Fig. 1: run 1, PDN straps and rails
Pins as bars on the die edge. Tap cells in grey.
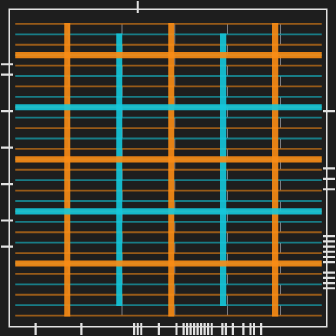
Fig. 2: run 1, placement by cell class
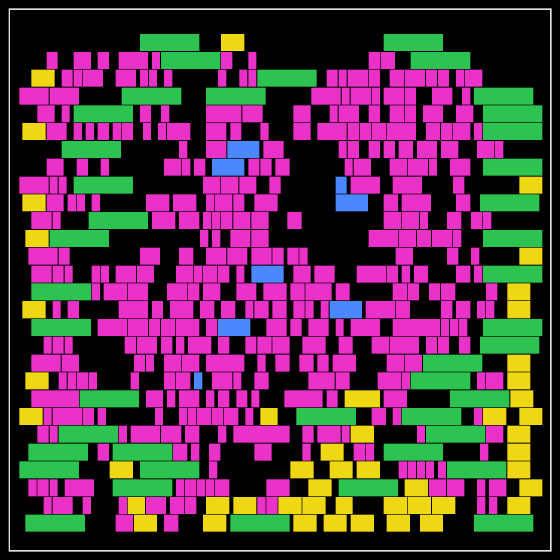
Fig. 3: run 1, clock network drawn from the DEF
Scale bar: 20 um.
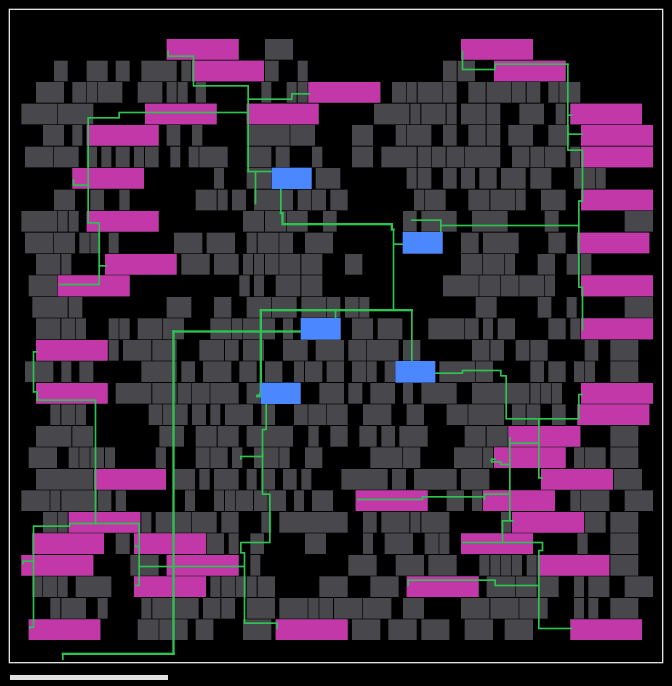
**src/rtl/booth_pkg.sv**
```systemverilog
// Shared radix-8 Booth micro-op encoding.
// Used by both the controller FSM and the datapath.
package booth_pkg;

   typedef logic [3:0] booth_op_t;

   localparam booth_op_t OP_NOP   = 4'd0;
   localparam booth_op_t OP_ADD_M = 4'd1;
   localparam booth_op_t OP_SUB_M = 4'd2;
   localparam booth_op_t OP_LOAD  = 4'd3;
   localparam booth_op_t OP_SHIFT = 4'd4;
   localparam booth_op_t OP_ADD2M = 4'd5;
   localparam booth_op_t OP_SUB2M = 4'd6;
   localparam booth_op_t OP_ADD3M = 4'd7;
   localparam booth_op_t OP_SUB3M = 4'd8;
   localparam booth_op_t OP_SUB4M = 4'd9;
   localparam booth_op_t OP_ADD4M = 4'd10;

endpackage

```
**src/rtl/booth_addend_sel.sv**
```systemverilog
// Maps an add/sub micro-op to a signed AW-bit addend.
// The 3M multiple comes pre-computed so the op cycle has one adder.
module booth_addend_sel
   import booth_pkg::*;
#(
   parameter int N  = 8,
   parameter int AW = N + 4
) (
   input  logic [3:0]    si,
   input  logic [N-1:0]  m,
   input  logic [AW-1:0] m3,
   output logic [AW-1:0] addend,
   output logic          add_en
);

   logic [AW-1:0] mx;

   assign mx = AW'($signed(m));

   // Select +/-k*M for the current micro-op; anything else adds nothing
   always_comb begin
      addend = '0;
      add_en = 1'b0;
      case (si)
         OP_ADD_M: begin addend = mx;             add_en = 1'b1; end
         OP_SUB_M: begin addend = '0 - mx;        add_en = 1'b1; end
         OP_ADD2M: begin addend = mx << 1;        add_en = 1'b1; end
         OP_SUB2M: begin addend = '0 - (mx << 1); add_en = 1'b1; end
         OP_ADD3M: begin addend = m3;             add_en = 1'b1; end
         OP_SUB3M: begin addend = '0 - m3;        add_en = 1'b1; end
         OP_ADD4M: begin addend = mx << 2;        add_en = 1'b1; end
         OP_SUB4M: begin addend = '0 - (mx << 2); add_en = 1'b1; end
         default:  begin addend = '0;             add_en = 1'b0; end
      endcase
   end

endmodule

```
**src/rtl/booth_radix8_datapath.sv**
```systemverilog
// Radix-8 Booth multiplier datapath: accumulator, multiplier shift
// register and iteration counter, driven one micro-op per cycle.
module booth_radix8_datapath
   import booth_pkg::*;
#(
   parameter int N = 8
) (
   input  logic           Clock,
   input  logic           Reset,
   input  logic [3:0]     Si,
   input  logic           Count,
   input  logic [N-1:0]   Multiplicand,
   input  logic [N-1:0]   Multiplier,
   output logic [3:0]     B,
   output logic           Done,
   output logic [2*N-1:0] Product,
   output logic           Valid
);

   localparam int ITERS = (N + 2) / 3;
   localparam int L     = 3 * ITERS;
   localparam int AW    = N + 4;
   localparam int CW    = (ITERS > 1) ? $clog2(ITERS) : 1;
   localparam logic [CW-1:0] LAST = CW'(ITERS - 1);

   logic [AW-1:0] a_q, a_d;
   logic [L-1:0]  q_q, q_d;
   logic          q1_q, q1_d;
   logic [N-1:0]  m_q, m_d;
   logic [AW-1:0] m3_q, m3_d;
   logic [CW-1:0] cnt_q, cnt_d;
   logic          busy_q, busy_d;
   logic          valid_q, valid_d;

   logic [AW-1:0] addend;
   logic          add_en;
   logic [AW-1:0] mc;
   logic signed [AW+L:0] cat_s;
   logic signed [AW+L:0] sh_s;

   booth_addend_sel #(
      .N  (N),
      .AW (AW)
   ) u_sel (
      .si     (Si),
      .m      (m_q),
      .m3     (m3_q),
      .addend (addend),
      .add_en (add_en)
   );

   assign mc    = AW'($signed(Multiplicand));
   assign cat_s = {a_q, q_q, q1_q};
   assign sh_s  = cat_s >>> 3;

   assign B       = {q_q[2:0], q1_q};
   assign Done    = busy_q & (cnt_q == LAST);
   assign Product = {a_q[2*N-L-1:0], q_q};
   assign Valid   = valid_q;

   // Next-state: LOAD restarts from anywhere; other ops act only while busy
   always_comb begin
      a_d     = a_q;
      q_d     = q_q;
      q1_d    = q1_q;
      m_d     = m_q;
      m3_d    = m3_q;
      cnt_d   = cnt_q;
      busy_d  = busy_q;
      valid_d = valid_q;
      if (Si == OP_LOAD) begin
         a_d     = '0;
         q_d     = L'($signed(Multiplier));
         q1_d    = 1'b0;
         m_d     = Multiplicand;
         m3_d    = mc + (mc << 1);
         cnt_d   = '0;
         busy_d  = 1'b1;
         valid_d = 1'b0;
      end else if (busy_q) begin
         if (add_en) begin
            a_d = a_q + addend;
         end else if (Si == OP_SHIFT) begin
            a_d  = sh_s[AW+L:L+1];
            q_d  = sh_s[L:1];
            q1_d = sh_s[0];
            if (Done) begin
               busy_d  = 1'b0;
               valid_d = 1'b1;
            end
         end
         if (Count && (cnt_q != LAST)) begin
            cnt_d = cnt_q + 1'b1;
         end
      end
   end

   // State registers with asynchronous reset
   always_ff @(posedge Clock or posedge Reset) begin
      if (Reset) begin
         a_q     <= '0;
         q_q     <= '0;
         q1_q    <= 1'b0;
         m_q     <= '0;
         m3_q    <= '0;
         cnt_q   <= '0;
         busy_q  <= 1'b0;
         valid_q <= 1'b0;
      end else begin
         a_q     <= a_d;
         q_q     <= q_d;
         q1_q    <= q1_d;
         m_q     <= m_d;
         m3_q    <= m3_d;
         cnt_q   <= cnt_d;
         busy_q  <= busy_d;
         valid_q <= valid_d;
      end
   end

endmodule
```
**config.mk**
```make
export PLATFORM = sky130hd
export DESIGN_NAME = booth_radix8_datapath
export DESIGN_NICKNAME = d
export VERILOG_FILES = /design/src/rtl/booth_pkg.sv /design/src/rtl/booth_addend_sel.sv /design/src/rtl/booth_radix8_datapath.sv
export SDC_FILE = /design/constraint.sdc
export NUM_CORES = 1
export LEC_CHECK = 0
export CAP_MARGIN = 20
export CORE_UTILIZATION = 55
export DETAILED_ROUTE_END_ITERATION = 8
export PLACE_DENSITY = 0.79
export SLEW_MARGIN = 20
export SYNTH_ARGS = -nofsm -noshare
export SYNTH_HDL_FRONTEND = slang
export SYNTH_SLANG_ARGS = --single-unit
export TNS_END_PERCENT = 1
```
**constraint.sdc**
```tcl
create_clock -name Clock -period 9.4 [get_ports Clock]
set_clock_uncertainty 0.15 [all_clocks]
set_input_delay 0.94 -clock Clock [delete_from_list [all_inputs] [get_ports Clock]]
set_output_delay 0.94 -clock Clock [all_outputs]
set_load 0.02 [all_outputs]
```
==> job_summary.md, run 1 <==
## Implementation flow summary

| Metric | Value |
|---|---|
| Most frequent cells in the layout | `nand2_1 (57), clkdlybuf4s50_1 (44), dfrtp_1 (42), nor2_1 (38), a21oi_1 (26)` |
| Layout Utilization | `about two thirds` |
| Top cells, area | `dfrtp_1 (29%), ha_1 (7.4%), nand2_1 (6.0%)` |
| Max Freq | `around 0.20 GHz` |
| Syn avg cell area | `roughly 8.1 um2` |
| Final setup violation count | `0` |
| Power Density | `211 nW/um2` |
| Slew margin rel. | `between 20% and 30%` |
| Comb power frac | `around half` |
| Highest Signal Layer | `met4` |
| Worst reg2reg path depth | `15` |
| Outcome | `finished clean` |
| Final Hold Viols | `0` |
| Layout cell share with drive strength beyond 1 | `under 10%` |
| Unique cell types | `roughly 56` |
| Max-area cell share | `just under 30%` |
| R2r endpoint | `a_q[11]$_DFFE_PP0P_` |
| Dominant comb cell | `AND-OR/OR-AND gates` |
| GRT Total Usage | `approximately 28%` |
| Invs w/o clock | `20` |
| Routed len/inst | `16.4 um` |
| Wire length on met2 | `around 4200 um` |
| Comb_multi_in | `about 340` |
| Max cap viols | `0` |
| Worst path required time | `between 9 and 10 ns` |
| Vias in the first global route | `about 3000` |
| Worst stage delay on the critical path | `1.15 ns` |
| Syn Nets | `486` |
| Fin nets | `505` |
| Tapcell Cnt | `about 75` |
| Power share of the sequential group | `between 30% and 40%` |
| Latency at later pin | `approximately 0.30 ns` |
| CTS tree | `yes` |
| Fillers | `537` |
| Measured slew at the worst slew-check pin | `between 1 and 1.5 ns` |
| Crit-path max FO | `30` |
| Hold_buf cts | `0` |
| GR Layer Usage met1 | `approximately 36%` |
| Xor+xnor area frac | `6.39%` |
| Top power group | `combinational cells` |
| # clk buffers | `7` |
| Non-clock buffering overhead | `a little under an eighth` |
| Top reg by flops | `a_q` |
| Leakage | `1.70 nW` |
| HPWL Detailed | `roughly 6500 um` |
| CTS buffer count | `5` |
| Initial antenna violation count | `0` |
| Critical path type | `in -> reg` |
| Chip area line of the yosys report | `around 3600 um2` |
| Flop share of the area | `26.1%` |
| Worst r2r src | `m_q[0]$_DFFE_PP0P_` |
| Min-delay src | `q_q[0]$_DFFE_PP0P_` |
| Clock-cell share of area | `2.26%` |
| Crit path time final | `~5.0 ns` |
| Final setup margin | `roughly 4.4 ns` |
| Tool warnings | `26` |
| Mux frac, synth | `2.28%` |
| Critical path depth in cells | `15` |
| Placed Area | `3940 um2` |
| Reg2reg setup slack | `5.62 ns` |
| Largest cell class by area | `combinational gates` |
| Count of plain and timing-repair buffers | `48` |
| I/O pin cnt | `around 45` |
| Worst-case clock buffer depth | `2` |
| Post-Route WL | `just under 9000 um` |
| Met3 track demand over resource | `2.97%` |
| Sink Count | `around 42` |
| Net switching power figure | `approximately 0.36 mW` |
| Combinational power | `roughly 0.43 mW` |
| Top cells by count | `nand2_1 (57), dfrtp_1 (42), nor2_1 (39)` |
| Post-synthesis cell area | `about 3600 um2` |
| Via count | `between 3000 and 4000` |
-- Fig. 1 (at the start) --
- VDD: cyan
- VSS: orange
- signal pins: 45
- tap cells: 75
- met4 straps: 5
- rows: 28
- met1 rails: 29

-- Fig. 2 (at the start) --
- clock drivers and dummy loads: blue (cells 8)
- combinational and other logic: magenta (cells 362)
- flops: green (cells 42)
- other buffers and delay cells: yellow (cells 48)

-- Fig. 3 (at the start) --
- clock drivers: blue (count 5)
- flip-flops: magenta (count 42)
- clock wires: green (length 577 um)
- routed clock nets: 6
- flops lie: spread over the die

Fig. 4: run 1, wiring by layer
Scale bar: 20 um.
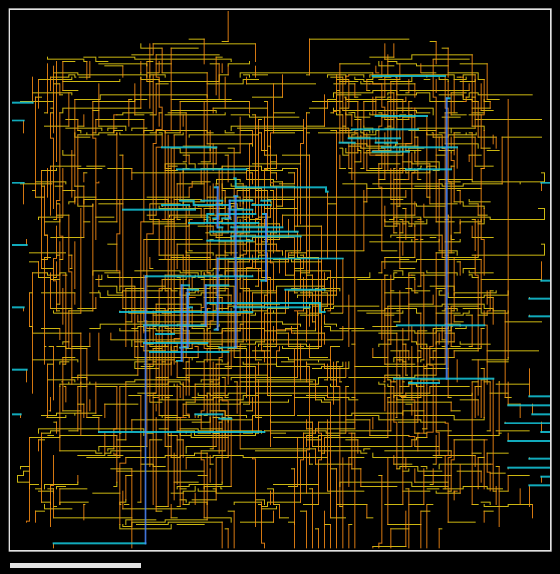

==> inputs of run 2 (changes only) <==
==> constraint.sdc (replaced) <==
create_clock -name Clock -period 4.7 [get_ports Clock]
set_clock_uncertainty 0.15 [all_clocks]
set_input_delay 0.47 -clock Clock [delete_from_list [all_inputs] [get_ports Clock]]
set_output_delay 0.47 -clock Clock [all_outputs]
set_load 0.02 [all_outputs]
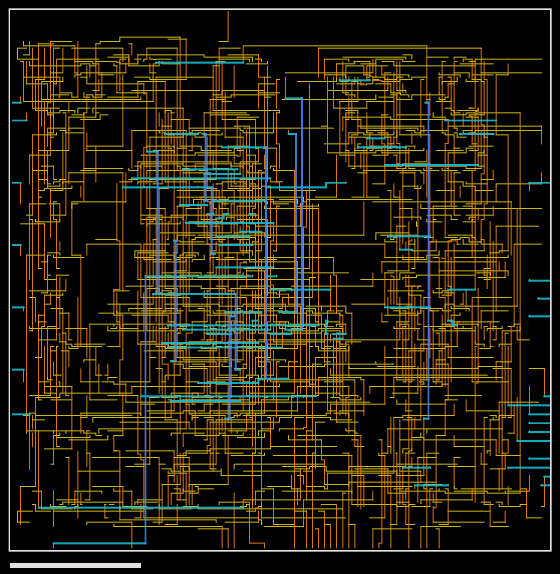
Fig. 5. Wiring by layer (run 2).
Scale bar: 20 um.
- metal 1: yellow (wire length 4100 um)
- metal 2: orange (wire length 4310 um)
- metal 3: cyan (wire length 504 um)
- metal 4: blue (wire length 275 um)

==> run 2 against run 1 <==
Synthesized area did not move. Sequential share of layout area down 0.19 points. Combinational power increased by 100%. Cell count is 1.1% higher. First-iteration DRC count up 4.3%. Worst hold slack is essentially flat. Flip-flop count unchanged. Wire length grew 4.9%. Critical path type unchanged. Highest routed layer unchanged.
==> job_summary.md, run 2 <==
## Implementation flow summary

| Metric | Value |
|---|---|
| Outcome | `finished clean` |
| Hold_buf cts | `0` |
| Number of cells in Yosys stat | `roughly 440` |
| Top reg by flops | `a_q` |
| Chip area line of the yosys report | `3560 um2` |
| Comb_multi_in | `~340` |
| Area delta synth->final | `14.0%` |
| Initial DRT Pass Iterations | `5` |
| Post-route setup TNS | `0 ns` |
| Initial antenna violation count | `0` |
| Worst stage delay on the critical path | `0.63 ns` |
| H-tree Lvls | `2` |
| Fillers | `approximately 540` |
| Worst path slowest cell | `clkdlybuf4s50_1` |
| Worst path required time | `approximately 4.8 ns` |
| Worst reg2reg path depth | `14` |
| Row count | `28` |
| Count of library flops with an enable pin | `0` |
| Peak VDD IR | `between 0.2 and 0.3 mV` |
| Syn avg cell area | `between 8 and 9 um2` |
| Wire length on met2 | `between 4000 and 5000 um` |
| Power share of the sequential group | `~36%` |
| Measured slew at the worst slew-check pin | `about 1.1 ns` |
| Crit-path max FO | `13` |
| I/O pin cnt | `45` |
| Final total power | `1.69 mW` |
| Critical Path End | `a_q[11]$_DFFE_PP0P_` |
| Final setup margin | `0.640 ns` |
| CTS tree | `yes` |
| Reg2reg setup slack | `0.96 ns` |
| Biggest regs | `a_q: 12 flops, m3_q: 9 flops, q_q: 9 flops` |
| Flop share of the area | `about a quarter` |
| Final setup violation count | `0` |
| # clk buffers | `7` |
| Leakage | `~1.7 nW` |
| Worst setup path start | `Si[2]` |
| Unique cell types | `between 50 and 60` |
| Floorplan utilization | `approximately three fifths` |
| Count of plain and timing-repair buffers | `between 50 and 60` |
| Max-area cell share | `between 20 and 30%` |
| Comb power frac | `between 50% and 60%` |
| Tool warnings | `26` |
| Max Freq | `0.246 GHz` |
| Power Density | `around 410 nW/um2` |
| Via count | `3339` |
| Top cells, area | `dfrtp_1 (29%), ha_1 (7.4%), nand2_1 (6.0%)` |
| Fin area | `between 4000 and 5000 um2` |
| Mux frac, synth | `under 10%` |
| CTS buffer count | `5` |
| Pint | `0.963 mW` |
| Crit path DAT | `4.13 ns` |
| Most frequent cells in the layout | `nand2_1 (57), clkdlybuf4s50_1 (44), dfrtp_1 (42), nor2_1 (38), a21oi_1 (26)` |
| Placed Cells | `between 500 and 600` |
| Initial DRC count | `219` |
| Layout cell share with drive strength beyond 1 | `slightly above 5%` |
| Largest register FFs | `12` |
| Combinational share of cell area | `between 50% and 60%` |
| Non-clock buffering overhead | `12.9%` |
| Post-Synthesis Cells | `roughly 440` |
| Post-CTS Setup Bufs | `0` |
| Clk slew on worst S/H paths | `0.08 ns` |
| Routed Antenna Nets | `0` |
| Hold Slack | `about 0.35 ns` |
| Worst r2r src | `m_q[0]$_DFFE_PP0P_` |
| Die X | `approximately 83 um` |
| Switch share | `a little over two fifths` |
| R2r endpoint | `a_q[11]$_DFFE_PP0P_` |
| Post-synthesis cell area | `around 3600 um2` |
| Register area | `between 1000 and 1500 um2` |
| Largest net degree at the start of global routing | `around 43` |
| Vias in the first global route | `around 3000` |
| Sink Count | `around 42` |
| Cells along the critical path | `clkdlybuf4s50_1, buf_4, and2b_1, and2_1, a22o_1, a221oi_1, o21ai_0, ha_1, nand3_1, o221ai_1, o21ai_0, o31a_1, xor2_1, or3_1, a21oi_1` |
| Layout Utilization | `between 60 and 70%` |
| Top power group | `combinational cells` |
| Die H | `82.5 um` |
| Placed Area | `approximately 4000 um2` |
| Delay-heaviest family, CP | `AND-OR/OR-AND gates` |
| Sequential logic power | `about 0.60 mW` |
| Fin nets | `approximately 510` |
| Critical path depth in cells | `15` |
| Invs w/o clock | `20` |
| Crit end category | `register` |
| Port Buf Inserts | `44` |
| HPWL Detailed | `between 6000 and 7000 um` |
| Slew margin rel. | `between 20% and 30%` |
| Xor+xnor area frac | `under 10%` |
| Clock-cell share of area | `about 1.9%` |
| Tapcell Cnt | `approximately 75` |
| WP buf/inv | `2` |
| Yosys simple share | `21.5%` |
| Min-delay src | `q_q[0]$_DFFE_PP0P_` |
| RePlAce Congestion | `0.937` |
| GR Layer Usage met1 | `between 30 and 40%` |
| Drt drc | `0` |
| Net switching power figure | `around 0.72 mW` |
| Async set-reset flop share out of synthesis | `100%` |
| Dominant comb cell | `AND-OR/OR-AND gates` |
| Routed len/inst | `around 17 um` |
| Largest cell class by area | `combinational gates` |
| Antenna diodes | `0` |
| Post-CTS sizing | `0` |
| Synth top cell by count | `nand2_1` |
| Post-Route WL | `between 9000 and 10000 um` |
| Combinational power | `between 0.8 and 0.9 mW` |
| Pins over their slew limit | `0` |
| Clk. pwr | `around 0.23 mW` |
| GRT Total Usage | `a little under 30%` |
| Critical path type | `in -> reg` |
| Top cells by count | `nand2_1 (57), dfrtp_1 (42), nor2_1 (39)` |
| Highest Signal Layer | `met4` |
| Top cell excl fill/tap | `nand2_1` |
| Worst-case clock buffer depth | `2` |
| Setup crit start kind | `input port` |
| Syn Nets | `around 490` |
| Worst min-delay path class | `reg -> reg` |
| Final Hold Viols | `0` |
| Max cap viols | `0` |
| Crit path time final | `4.06 ns` |
| Latency at later pin | `0.30 ns` |
| Met3 track demand over resource | `under 10%` |
Power is estimated from default activity; no workload was simulated.
